run_1/port_nets.png
Bar = 20 um.
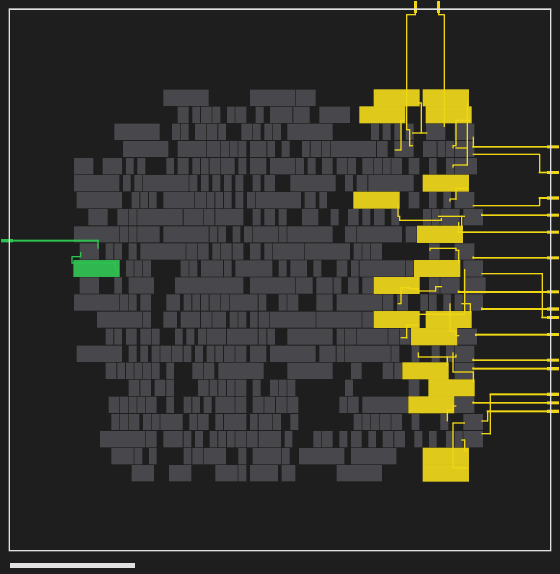
run_1/met1.png
Supply wires on this layer in grey.
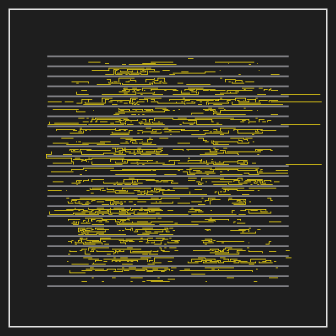
run_1/metal_stack.png
Two of the layers only.
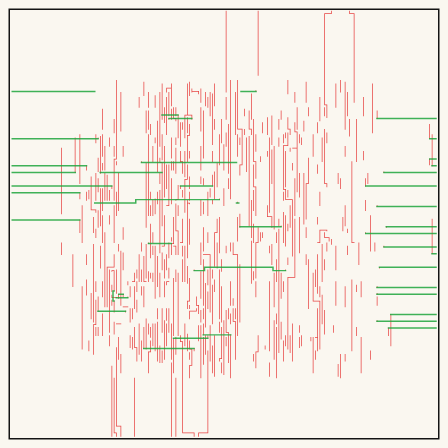
==> src/rtl/adc_sequencer_if.sv <==
// rtl/adc_sequencer_if.sv - result stream between the sequencer and its consumer
interface adc_sequencer_if #(
   parameter int Madc = 17
);
   logic [Madc-1:0] result;
   logic            result_valid;
   logic            result_ready;

   modport master (
      output result,
      output result_valid,
      input  result_ready
   );

   modport slave (
      input  result,
      input  result_valid,
      output result_ready
   );
endinterface

==> src/rtl/adc_sequencer.sv <==
// rtl/adc_sequencer.sv - SAR ADC conversion sequencer
// Walks init/sample/compare/update and collects comparator decisions MSB-first.
module adc_sequencer #(
   parameter int Madc  = 17,
   parameter int SampW = 8
) (
   input  logic                    clk,
   input  logic                    rst,
   input  logic                    start,
   input  logic [SampW-1:0]        samp_cycles,
   input  logic                    comp_out,
   output logic                    seq_init,
   output logic                    seq_samp,
   output logic                    seq_comp,
   output logic                    seq_update,
   output logic                    busy,
   adc_sequencer_if.master         res_if
);

   localparam int KW = $clog2(Madc);
   localparam logic [KW-1:0] KLAST = KW'(Madc - 1);

   typedef enum logic [2:0] {
      S_IDLE,
      S_INIT,
      S_SAMP,
      S_COMP,
      S_UPD,
      S_HOLD
   } state_t;

   state_t           state_q, state_d;
   logic [KW-1:0]    k_q, k_d;
   logic [SampW-1:0] samp_q, samp_d;
   logic [Madc-1:0]  sh_q, sh_d;
   logic [Madc-1:0]  result_q, result_d;
   logic             valid_q, valid_d;
   logic             init_q, init_d;
   logic             smp_q, smp_d;
   logic             cmp_q, cmp_d;
   logic             upd_q, upd_d;
   logic             busy_q, busy_d;

   always_comb begin
      state_d  = state_q;
      k_d      = k_q;
      samp_d   = samp_q;
      sh_d     = sh_q;
      result_d = result_q;
      valid_d  = valid_q;

      case (state_q)
         S_IDLE: begin
            if (start) begin
               // samp_q holds remaining cycles minus one; zero behaves as one
               samp_d  = (samp_cycles == '0) ? '0 : samp_cycles - SampW'(1);
               k_d     = '0;
               state_d = S_INIT;
            end
         end
         S_INIT: state_d = S_SAMP;
         S_SAMP: begin
            if (samp_q == '0) begin
               state_d = S_COMP;
            end else begin
               samp_d = samp_q - SampW'(1);
            end
         end
         S_COMP: state_d = S_UPD;
         S_UPD: begin
            sh_d = {sh_q[Madc-2:0], comp_out};
            if (k_q != KLAST) begin
               k_d     = k_q + KW'(1);
               state_d = S_COMP;
            end else begin
               result_d = {sh_q[Madc-2:0], comp_out};
               valid_d  = 1'b1;
               state_d  = S_HOLD;
            end
         end
         S_HOLD: begin
            if (valid_q && res_if.result_ready) begin
               valid_d = 1'b0;
               state_d = S_IDLE;
            end
         end
         default: state_d = S_IDLE;
      endcase

      // Outputs are decoded from the next state so they register alongside it
      init_d = (state_d == S_INIT);
      smp_d  = (state_d == S_SAMP);
      cmp_d  = (state_d == S_COMP);
      upd_d  = (state_d == S_UPD) && (k_d != KLAST);
      busy_d = (state_d != S_IDLE);
   end

   always_ff @(posedge clk) begin
      if (rst) begin
         state_q  <= S_IDLE;
         k_q      <= '0;
         samp_q   <= '0;
         sh_q     <= '0;
         result_q <= '0;
         valid_q  <= 1'b0;
         init_q   <= 1'b0;
         smp_q    <= 1'b0;
         cmp_q    <= 1'b0;
         upd_q    <= 1'b0;
         busy_q   <= 1'b0;
      end else begin
         state_q  <= state_d;
         k_q      <= k_d;
         samp_q   <= samp_d;
         sh_q     <= sh_d;
         result_q <= result_d;
         valid_q  <= valid_d;
         init_q   <= init_d;
         smp_q    <= smp_d;
         cmp_q    <= cmp_d;
         upd_q    <= upd_d;
         busy_q   <= busy_d;
      end
   end

   assign seq_init            = init_q;
   assign seq_samp            = smp_q;
   assign seq_comp            = cmp_q;
   assign seq_update          = upd_q;
   assign busy                = busy_q;
   assign res_if.result       = result_q;
   assign res_if.result_valid = valid_q;

endmodule

==> src/flat_wrapper.sv <==
// flat-port wrapper written by rule: the top's interface ports become plain ports
module adc_sequencer_flat 
#(
   parameter int Madc  = 17,
   parameter int SampW = 8
)
  (clk, rst, start, samp_cycles, comp_out, seq_init, seq_samp, seq_comp, seq_update, busy, res_if_result, res_if_result_valid, res_if_result_ready);
  adc_sequencer_if #(.Madc(Madc)) res_if_i ();
  input  logic clk;
  input  logic rst;
  input  logic start;
  input  logic [SampW-1:0] samp_cycles;
  input  logic comp_out;
  output logic seq_init;
  output logic seq_samp;
  output logic seq_comp;
  output logic seq_update;
  output logic busy;
  output wire logic [$bits(res_if_i.result)-1:0] res_if_result;
  output wire logic [$bits(res_if_i.result_valid)-1:0] res_if_result_valid;
  input wire logic [$bits(res_if_i.result_ready)-1:0] res_if_result_ready;
  assign res_if_result = res_if_i.result;
  assign res_if_result_valid = res_if_i.result_valid;
  assign res_if_i.result_ready = res_if_result_ready;
  adc_sequencer #(.Madc(Madc), .SampW(SampW)) u_core (.clk(clk), .rst(rst), .start(start), .samp_cycles(samp_cycles), .comp_out(comp_out), .seq_init(seq_init), .seq_samp(seq_samp), .seq_comp(seq_comp), .seq_update(seq_update), .busy(busy), .res_if(res_if_i));
endmodule
==> config.mk <==
export PLATFORM = sky130hd
export DESIGN_NAME = adc_sequencer_flat
export DESIGN_NICKNAME = d
export VERILOG_FILES = /design/src/rtl/adc_sequencer_if.sv /design/src/rtl/adc_sequencer.sv /design/src/flat_wrapper.sv
export SDC_FILE = /design/constraint.sdc
export NUM_CORES = 1
export LEC_CHECK = 0
export ABC_AREA = 1
export CAP_MARGIN = 20
export CORE_MARGIN = 10
export CORE_UTILIZATION = 58
export CTS_CLUSTER_DIAMETER = 100
export CTS_CLUSTER_SIZE = 30
export DETAILED_ROUTE_END_ITERATION = 10
export PLACE_DENSITY = 0.87
export SETUP_SLACK_MARGIN = 0.5
export SYNTH_ARGS = -nofsm -noshare
export SYNTH_HDL_FRONTEND = slang
export SYNTH_SLANG_ARGS = --single-unit
==> constraint.sdc <==
create_clock -name clk -period 2.2 [get_ports clk]
set_input_delay 0.33 -clock clk [delete_from_list [all_inputs] [get_ports clk]]
set_output_delay 0.33 -clock clk [all_outputs]
set_load 0.05 [all_outputs]
==> flow_summary.ini, run 1 <==
; generated from flow reports
[yosys]
ys_seq_frac = 0.435
yosys-stat-area_sq_um = 2530
ys_cells = 364
syn_inst = 364
synth.mux.area_fraction = 0
numSynthFlops = 55
ys.flop_type = dfxtp_1
area_leaders = dfxtp_1 43%, nor2_1 14%, o21ai_0 8.9%, nand2_1 7.0%, inv_1 5.9%
synth-adder-area-share = 0.0247
edf_count = 0
synthesis.nets = 382
yosysTopAreaCellShare = 0.435
xor_share = 0.0104

[layout]
fin_cells = 449
fill_cells = 346
seq_area_frac = 0.367
area.combinational_sq_um = 1200
layout.nets = 417
comb_share = 0.399
final_util = 0.728

[worst_setup_path]
startpoint_type = input pin
worst-path-buf-inv = 2
worstPathRequired_ns = 2.45
path_class = input pin to flip-flop
worst-path-stages = 10
cp-end-kind = flip-flop
startpoint = samp_cycles[0]
worstPathCellList = clkdlybuf4s50_1, inv_1, ha_1, nand3_1, nor2_1, nor2_2, o21ai_0, nor2_1, nor2_1, nor2_1
r2r_end = u_core.seq_update$_SDFF_PP0_
r2r_slack_ns = 0.63

[floorplanning]
rows = 23
core_area_sq_um = 4120
die_area_sq_um = 7410

[timing]
finalClockSkew_ns = 0.00419
min_period_over_period = 0.718
slew_headroom = 0.668
hold_ws_ns = 0.479
drv_slew = 0
tns_ns = 0

[worst_hold_path]
min_to = u_core.res_if.result[15]$_SDFFE_PP0N_
hold_class = flip-flop to flip-flop
hold_depth = 2

[clock_tree]
cts_tree = yes
root_buffer = clkbuf_8
cts_resized = 23
cts_setup_buffers = 0
hold_buffers = 0
clock_sinks = 55
clk_path_buf_depth = 2
h-tree-depth = 2

[placement]
dpl-instance-area_sq_um = 2880
dp_hpwl_mm = 3.89
dp_cells = 439
pre_cts_slack_ns = 0.222

[drt]
wl_met3_um = 402
drc_errors = 0
wl_met2_mm = 2.39
drt_first_pass_iters = 4
wl_met1_mm = 2.43

[job]
tool_warnings = 28
maxCapViolCount = 0

[global_route]
grt_pass1_vias = 2108
grt_pass1_wl_mm = 8.95
antenna_found_initial = 0
use_met2 = 0.225

[power_and_ir_drop]
pg_comb_w = 0.000358
internal_power_w = 0.00150
top_power_group = sequential cells
powerDensity_nw_per_um2 = 690
switching_power_w = 0.000574
pg_clk_w = 0.000642
sequentialPower_w = 0.00107
pwr-share-comb = 0.173

[status]
status = finished clean
About port_nets.png:
green -> `seq_samp`  # bits 1, direction output, end cells 1, buffers 1, wire 26.9 um
yellow -> `res_if_result`  # bits 17, direction output, end cells 17, buffers 17, wire 378 um
PortBufs: 35
# IOs: 36

About met1.png:
longest straight run = 24.4 um
share of all routed wire = 46%
nets with wire on the layer = 383
main direction = horizontal
GR Util met1: 0.166
via count: 2358

About metal_stack.png:
red -> met2  # wire length 2390 um
green -> met3  # wire length 402 um
Post-Route WL: 5.28 mm
Total GRT Usage: 0.142
WL per Instance: 11.8 um

run_1/final_clocks.png
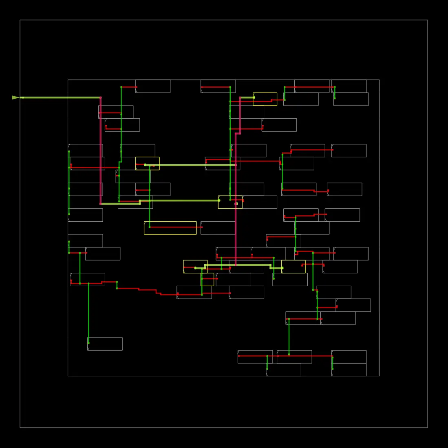

==> inputs of run 2 (changes only) <==
--- a/config.mk
+++ b/config.mk
@@ -8,11 +8,11 @@
 export ABC_AREA = 1
 export CAP_MARGIN = 20
 export CORE_MARGIN = 10
-export CORE_UTILIZATION = 58
+export CORE_UTILIZATION = 49
 export CTS_CLUSTER_DIAMETER = 100
 export CTS_CLUSTER_SIZE = 30
 export DETAILED_ROUTE_END_ITERATION = 10
-export PLACE_DENSITY = 0.87
+export PLACE_DENSITY = 0.79
 export SETUP_SLACK_MARGIN = 0.5
 export SYNTH_ARGS = -nofsm -noshare
 export SYNTH_HDL_FRONTEND = slang
==> constraint.sdc (replaced) <==
create_clock -name clk -period 1.3 [get_ports clk]
set_input_delay 0.195 -clock clk [delete_from_list [all_inputs] [get_ports clk]]
set_output_delay 0.195 -clock clk [all_outputs]
set_load 0.05 [all_outputs]
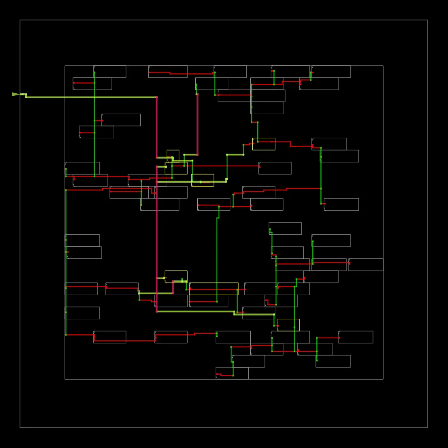
run_2/final_clocks.png
Flops: 55
clk sink count: 55
clock network power: 0.00118 W
clock buffers: 5
Num CTS Buffers: 5

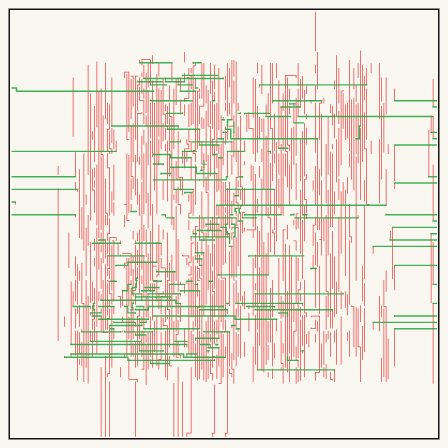
run_2/metal_stack.png
Two of the layers only.
WL per Instance: 21.2 um
Total GRT Usage: 0.188

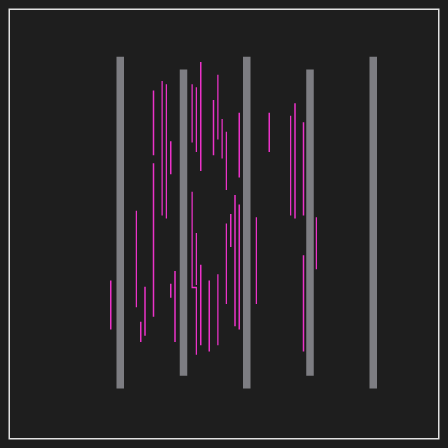
run_2/met4.png
Supply wires on this layer in grey.
longest straight run = 32.6 um
nets with wire on the layer = 34
wire length on this layer = 576 um
main direction = vertical
Post-Route WL: 11.4 mm
via count: 3191

==> run 2 against run 1 <==
Net effect:
- clock power is 84% higher
- critical path depth stayed put
- largest cell class unchanged
- critical endpoint is now u_core.samp_q[5]$_SDFFE_PP0P_
- combinational power went up to 3.2 times the previous value
- worst setup slack worse by 0.91 ns
- cell count is 20% higher
- register-to-register slack worse by 0.92 ns
- routed wire length is 120% higher
- power is 100% higher
- design area is 53% higher
- the run now ends with negative setup slack left
- clock-buffer cell count stayed put
- worst hold slack better by 0.060 ns
- synthesized cell count stayed put
==> flow_summary.ini, run 2 <==
; generated from flow reports
[layout]
seq_area_frac = 0.255
fin_cells = 537
layout.nets = 485
comb_share = 0.386
inverters = 43
area.combinational_sq_um = 1780
final_util = 0.906
fill_cells = 179
clk_share = 0.0231

[clock_tree]
cts_tree = yes
cts_resized = 121
clk_path_buf_depth = 2
hold_buffers = 0
root_buffer = clkbuf_8
h-tree-depth = 2
cts_setup_buffers = 10

[power_and_ir_drop]
switching_power_w = 0.00135
pg_comb_w = 0.00115
top_power_group = sequential cells
internal_power_w = 0.00280
ir_worst_vdd_v = 0.000928
powerDensity_nw_per_um2 = 904
sequentialPower_w = 0.00183
p_leak_nw = 1.97
pwr-share-comb = 0.277

[timing]
tightest_slew_ns = 0.336
setup_viol = 50
slew_headroom = 0.775
tns_ns = -6.44
min_period_over_period = 1.22
fmax_mhz = 630
rsz0062_at_grt = true
finalClockSkew_ns = 0.0106
hold_ws_ns = 0.539
drv_slew = 0
fin_ws_ns = -0.287

[yosys]
xor_share = 0.0104
synth-adder-area-share = 0.0247
yosys-stat-area_sq_um = 2530
numSynthFlops = 55
edf_count = 0
syn_inst = 364
synth.cell_area_sq_um = 2530
synth.mux.area_fraction = 0
ys_seq_frac = 0.435
area_leaders = dfxtp_1 43%, nor2_1 14%, o21ai_0 8.9%, nand2_1 7.0%, inv_1 5.9%
synthesis.nets = 382
ys.flop_type = dfxtp_1
ys_cells = 364
yosysTopAreaCellShare = 0.435

[worst_setup_path]
path_common_cell = nand2_2
startpoint_type = flip-flop
worst-path-buf-inv = 2
path_class = flip-flop to flip-flop
worstPathRequired_ns = 1.51
cp_data_arrival_time_ns = 1.80
worst-path-stages = 10
r2r_slack_ns = -0.29
cp-end-kind = flip-flop
startpoint = u_core.samp_q[0]$_SDFFE_PP0P_
worstPathCellList = inv_2, ha_4, inv_4, nor2_4, nand4_1, nand2_2, nand2_2, nand2_1, a21oi_1, nor2_1
r2r_end = u_core.samp_q[5]$_SDFFE_PP0P_

[worst_hold_path]
hold_depth = 2
min_to = u_core.res_if.result[10]$_SDFFE_PP0N_
min_from = u_core.res_if.result[10]$_SDFFE_PP0N_
hold_class = flip-flop to flip-flop

[drt]
wl_met3_mm = 1.06
drt_first_pass_iters = 5
wl_met2_mm = 5.37
drc_errors = 0
wl_met1_mm = 4.39

[floorplanning]
rows = 26
die_area_sq_um = 8440
initial_utilization = 0.499
core_area_sq_um = 5070
io_pins = 36

[global_route]
use_met2 = 0.346
grt_pass1_wl_mm = 13.4
antenna_found_initial = 0
grtUsageMet1 = 0.205
grt_pass1_vias = 2817

[placement]
pre_cts_slack_ns = -0.510
dp_hpwl_mm = 4.85
dpl-instance-area_sq_um = 3600
io_buffers = 35
dp_cells = 503

[job]
maxCapViolCount = 0
tool_warnings = 32

[status]
violations = negative setup slack
status = finished, violations left
Power is estimated from default activity; no workload was simulated.
